**config.mk**
```make
export PLATFORM = sky130hd
export DESIGN_NAME = regfile_mp
export DESIGN_NICKNAME = d
export VERILOG_FILES = /design/src/rtl/regfile_mp_pkg.sv /design/src/rtl/regfile_mp_clear_fsm.sv /design/src/rtl/regfile_mp.sv
export SDC_FILE = /design/constraint.sdc
export NUM_CORES = 1
export LEC_CHECK = 0
export CORE_ASPECT_RATIO = 1.75
export CORE_MARGIN = 2
export CORE_UTILIZATION = 40
export DETAILED_ROUTE_END_ITERATION = 6
export PLACE_DENSITY = 0.66
export SETUP_SLACK_MARGIN = 0.2
export SYNTH_ARGS = -nofsm -noshare
export SYNTH_HDL_FRONTEND = slang
export SYNTH_HIERARCHICAL = 1
export SYNTH_SLANG_ARGS = --single-unit
```
**constraint.sdc**
```tcl
create_clock -name clk -period 3.91 [get_ports clk]
set_input_delay 0.391 -clock clk [delete_from_list [all_inputs] [get_ports clk]]
set_output_delay 0.391 -clock clk [all_outputs]
set_load 0.02 [all_outputs]
```
**src/rtl/regfile_mp_pkg.sv**
```systemverilog
// Shared types and defaults for the multi-port integer register file.
package regfile_mp_pkg;

    localparam int unsigned RF_XLEN   = 32;
    localparam int unsigned REG_COUNT = 32;
    localparam int unsigned REG_AW    = $clog2(REG_COUNT);

    typedef logic [RF_XLEN-1:0] xlen_t;
    typedef logic [REG_AW-1:0]  reg_addr_t;

    // Clear engine state: CLEAR sweeps the array, READY serves normal traffic.
    typedef enum logic [0:0] {
        RF_CLEAR,
        RF_READY
    } rf_state_e;

endpackage

```
**src/rtl/regfile_mp_clear_fsm.sv**
```systemverilog
// Sequential clear engine: zeroes entries 1..NREGS-1, one per cycle, after reset or on request.
module regfile_mp_clear_fsm
    import regfile_mp_pkg::*;
#(
    parameter int unsigned NREGS = REG_COUNT,
    localparam int unsigned AW = $clog2(NREGS)
) (
    input  logic          clk,
    input  logic          rst_n,
    input  logic          clr_req,
    output logic          busy,
    output logic          ready,
    output logic          clr_we,
    output logic [AW-1:0] clr_addr
);

    localparam logic [AW-1:0] FIRST_PTR = AW'(1);
    localparam logic [AW-1:0] LAST_PTR  = AW'(NREGS - 1);

    rf_state_e     state;
    logic [AW-1:0] clr_ptr;

    // State, sweep pointer and registered busy flag; clr_req is ignored while clearing.
    always_ff @(posedge clk or negedge rst_n) begin
        if (!rst_n) begin
            state   <= RF_CLEAR;
            clr_ptr <= FIRST_PTR;
            busy    <= 1'b1;
        end else begin
            case (state)
                RF_CLEAR: begin
                    if (clr_ptr == LAST_PTR) begin
                        state   <= RF_READY;
                        busy    <= 1'b0;
                        clr_ptr <= FIRST_PTR;
                    end else begin
                        clr_ptr <= clr_ptr + AW'(1);
                    end
                end
                RF_READY: begin
                    if (clr_req) begin
                        state   <= RF_CLEAR;
                        busy    <= 1'b1;
                        clr_ptr <= FIRST_PTR;
                    end
                end
                default: begin
                    state   <= RF_CLEAR;
                    busy    <= 1'b1;
                    clr_ptr <= FIRST_PTR;
                end
            endcase
        end
    end

    assign ready    = (state == RF_READY);
    assign clr_we   = (state == RF_CLEAR);
    assign clr_addr = clr_ptr;

endmodule

```
**src/rtl/regfile_mp.sv**
```systemverilog
// Multi-port register file with optional same-cycle write->read bypass and a clear engine.
module regfile_mp
    import regfile_mp_pkg::*;
#(
    parameter int unsigned XLEN   = RF_XLEN,
    parameter int unsigned NREGS  = REG_COUNT,
    parameter int unsigned NUM_RD = 2,
    parameter int unsigned NUM_WR = 1,
    parameter bit          BYPASS = 1'b1,
    localparam int unsigned AW = $clog2(NREGS)
) (
    input  logic                         clk,
    input  logic                         rst_n,
    input  logic                         clr_req,
    output logic                         busy,
    input  logic [NUM_RD-1:0][AW-1:0]    rd_addr,
    output logic [NUM_RD-1:0][XLEN-1:0]  rd_data,
    input  logic [NUM_WR-1:0]            we,
    input  logic [NUM_WR-1:0][AW-1:0]    wr_addr,
    input  logic [NUM_WR-1:0][XLEN-1:0]  wr_data
);

    // Reject unsupported configurations at elaboration.
    if (NREGS < 4 || (NREGS & (NREGS - 1)) != 0) begin : g_bad_nregs
        $error("regfile_mp: NREGS must be a power of two and at least 4");
    end
    if (NUM_RD < 1 || NUM_RD > 4) begin : g_bad_num_rd
        $error("regfile_mp: NUM_RD must be in 1..4");
    end
    if (NUM_WR < 1 || NUM_WR > 2) begin : g_bad_num_wr
        $error("regfile_mp: NUM_WR must be in 1..2");
    end

    logic          ready;
    logic          clr_we;
    logic [AW-1:0] clr_addr;

    regfile_mp_clear_fsm #(
        .NREGS (NREGS)
    ) u_clear_fsm (
        .clk      (clk),
        .rst_n    (rst_n),
        .clr_req  (clr_req),
        .busy     (busy),
        .ready    (ready),
        .clr_we   (clr_we),
        .clr_addr (clr_addr)
    );

    // Entry 0 is never written and never read; it reads as zero through the read mux.
    logic [XLEN-1:0] regs [NREGS];

    // Array update: clear sweep in CLEAR, port writes in READY (the two never overlap).
    // Ports are visited in ascending order so the highest index wins on an address clash.
    always_ff @(posedge clk) begin
        if (clr_we) begin
            regs[clr_addr] <= '0;
        end else if (ready) begin
            for (int i = 0; i < NUM_WR; i++) begin
                if (we[i] && (wr_addr[i] != '0)) begin
                    regs[wr_addr[i]] <= wr_data[i];
                end
            end
        end
    end

    for (genvar j = 0; j < NUM_RD; j++) begin : g_rd
        logic            byp_hit;
        logic [XLEN-1:0] byp_data;

        if (BYPASS) begin : g_byp
            // Forward this cycle's write data; last matching port wins, like the array.
            always_comb begin
                byp_hit  = 1'b0;
                byp_data = '0;
                for (int i = 0; i < NUM_WR; i++) begin
                    if (ready && we[i] && (wr_addr[i] == rd_addr[j])) begin
                        byp_hit  = 1'b1;
                        byp_data = wr_data[i];
                    end
                end
            end
        end else begin : g_no_byp
            assign byp_hit  = 1'b0;
            assign byp_data = '0;
        end

        // Address 0 and any read while clearing return zero, so no stale or X data escapes.
        assign rd_data[j] = (busy || (rd_addr[j] == '0)) ? '0
                          : byp_hit                      ? byp_data
                          :                                regs[rd_addr[j]];
    end

endmodule

```
==> reports/qor.yml <==
floorplan:
  core_util_floorplan: 0.402
  die_area_sq_mm: 0.125
  coreArea_sq_mm: 0.121
  num_io_pins: 116
  die-height_microns: 465
place:
  io_buffers: 115
  gp_congestion: 0.883
  placedCellCount: 4415
synthesis:
  ys.flops: 1031
  ys_cells: 2683
  yosysUniqueCellTypes: 54
  ys_async_sr_fraction: 0.00679
  top_area_frac: 0.632
  synth_top_flop_cell: "edfxtp_1"
  yosysSeqAreaShare: 0.636
worst_setup_path:
  critical_path.cell_chain: "clkdlybuf4s50_1, buf_12, or3_1, nor3_1, buf_4, nor3_2, clkbuf_16, a32o_1, clkdlybuf4s50_1"
  critPathLaunchType: "input port"
  crit_family: "buffers and inverters"
  cpMaxStageDelayCell: "clkdlybuf4s50_1"
  crit_type: "input port to output pin"
  required_ns: 3.52
power:
  combPwrFrac: 0.197
  p_leak_uw: 0.0187
  vdd_drop_max_mv: 0.474
  seq-power_uw: 13800
  total_power_uw: 28400
  top_power_group: "sequential cells"
  power.share.sequential: 0.485
  p_clk_frac: 0.318
  p_int_uw: 20200
timing:
  skew_ns: 0.0202
  tns_ns: 0
  post-route-min-period_ns: 3.66
  period_used_share: 0.937
  slew_headroom: 0.200
  setup_violations: 0
  drv_slew: 0
  fin_ws_ns: 0.248
cells_and_area:
  inv_count: 9
  post-route-util: 0.469
  nonClkBufAreaFrac: 0.0668
  final_common_cell: "edfxtp_1"
  nets: 2943
  comb_area_sq_mm: 0.0170
  dominant_cells: "flip-flops and latches"
  logic_gates: 1417
  sh_seq_area: 0.546
  design.seq.count: 1031
  insertedDiodeCount: 3
cts:
  cts_setup_buffers: 1
  cts_root_buf: "clkbuf_16"
  clk_pin_slew_ns: 0.06
  worstSkewPairLatency_ns: 0.71
route:
  wl_met3_microns: 18500
  ant_nets: 0
  wl_met2_microns: 82700
  drc: 0
  firstDrtPassIters: 6
  routed_wl_microns: 169000
  wl_per_cell_microns: 36.8
  first_iter_violations: 4545
global_routing:
  grt_pass1_wl_microns: 236000
  grt_max_degree: 68
job:
  warning_count: 27
  cap_violations: 0
run_status:
  status: "finished, final reports clean"
routing by layer:
metal | vias up | global-route usage
met3 | 590 | 0.0621
met1 | 16500 | 0.324
li1 | 11900 | -
met4 | 4 | 0.160
met2 | 2451 | 0.443
met5 | - | 0
cells by family (layout without fill, tap and decap cells):
family                     Yosys count  count (layout)  share of synthesized area
and+or+nand+nor                    322             322                     0.0318
xor gates and xnor gates            10              10                    0.00180
DFF                               1031            1031                      0.636
buffers and inverters              235             515                     0.0235
adders and majority gates            2               2                   0.000514
other                                0               3                          0
AOI/OAI and AO/OA                  432             432                     0.0720
muxes                              651             651                      0.235
cells in the mapped netlist (19+ instances only):
library cell / number
a221oi_1: 62
nor2b_1: 34
a32o_1: 32
o22ai_1: 29
mux4_2: 390
buf_2: 94
a221o_1: 37
nand3_1: 41
nand2_1: 92
o311ai_0: 26
edfxtp_1: 1024
a21oi_1: 47
o21bai_1: 31
nand4_1: 19
a22oi_1: 70
mux2i_1: 251
and2_1: 34
nor2_1: 75
clkbuf_1: 97
path summary, 6_finish.rpt:
kind	from	endpoint	slack, ns	depth (start not counted)
setup / recovery	rd_addr[8]	rd_data[38]	0.25	9
hold reg to reg	u_clear_fsm/clr_addr[0]	u_clear_fsm/clr_addr[0]	0.53	1
max in group asynchronous	rst_n	u_clear_fsm/clr_addr[0]	3.10	2
min in group asynchronous	rst_n	u_clear_fsm/clr_addr[1]	0.51	2
hold / removal	clr_req	u_clear_fsm/ready	0.35	2
setup reg to reg	u_clear_fsm/ready	regs[13][19]	0.80	6
registers in the layout (all words and copies together) (netlist names):
signal,count
regs,1024
u_clear_fsm/busy,1
u_clear_fsm/clr_addr,5
u_clear_fsm/ready,1
### Pin map

Drawn at 1 px/micron. Pins as bars across the die edge, other pins in grey.
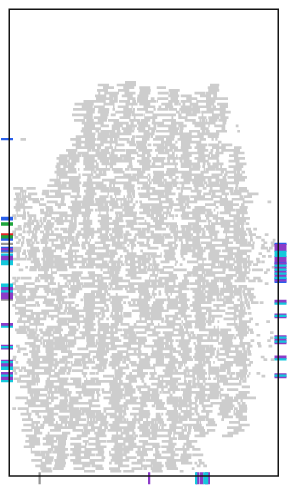
- cyan: wr_data (pins 32; direction input; edge 14 east, 14 west, 4 south)
- blue: rd_addr (pins 10; direction input; edge 6 west, 4 east)
- red: rst_n (pins 1; direction input; edge west)
- green: wr_addr (pins 5; direction input; edge west)
- purple: rd_data (pins 64; direction output; edge 29 east, 26 west, 9 south)

### Metal 4

Drawn at 1 px/micron.
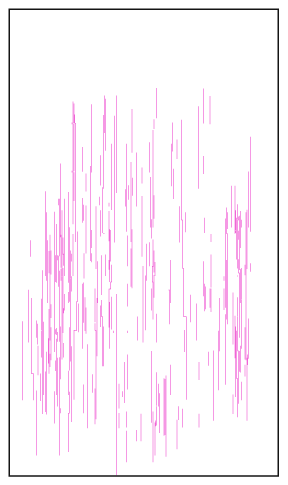
- wire length on this layer: 10800 microns
- longest straight run: 181 microns
- share of all routed wire: 6.4%
- nets with wire on the layer: 134

No activity file was given, so power comes from the tool's default toggle rates.
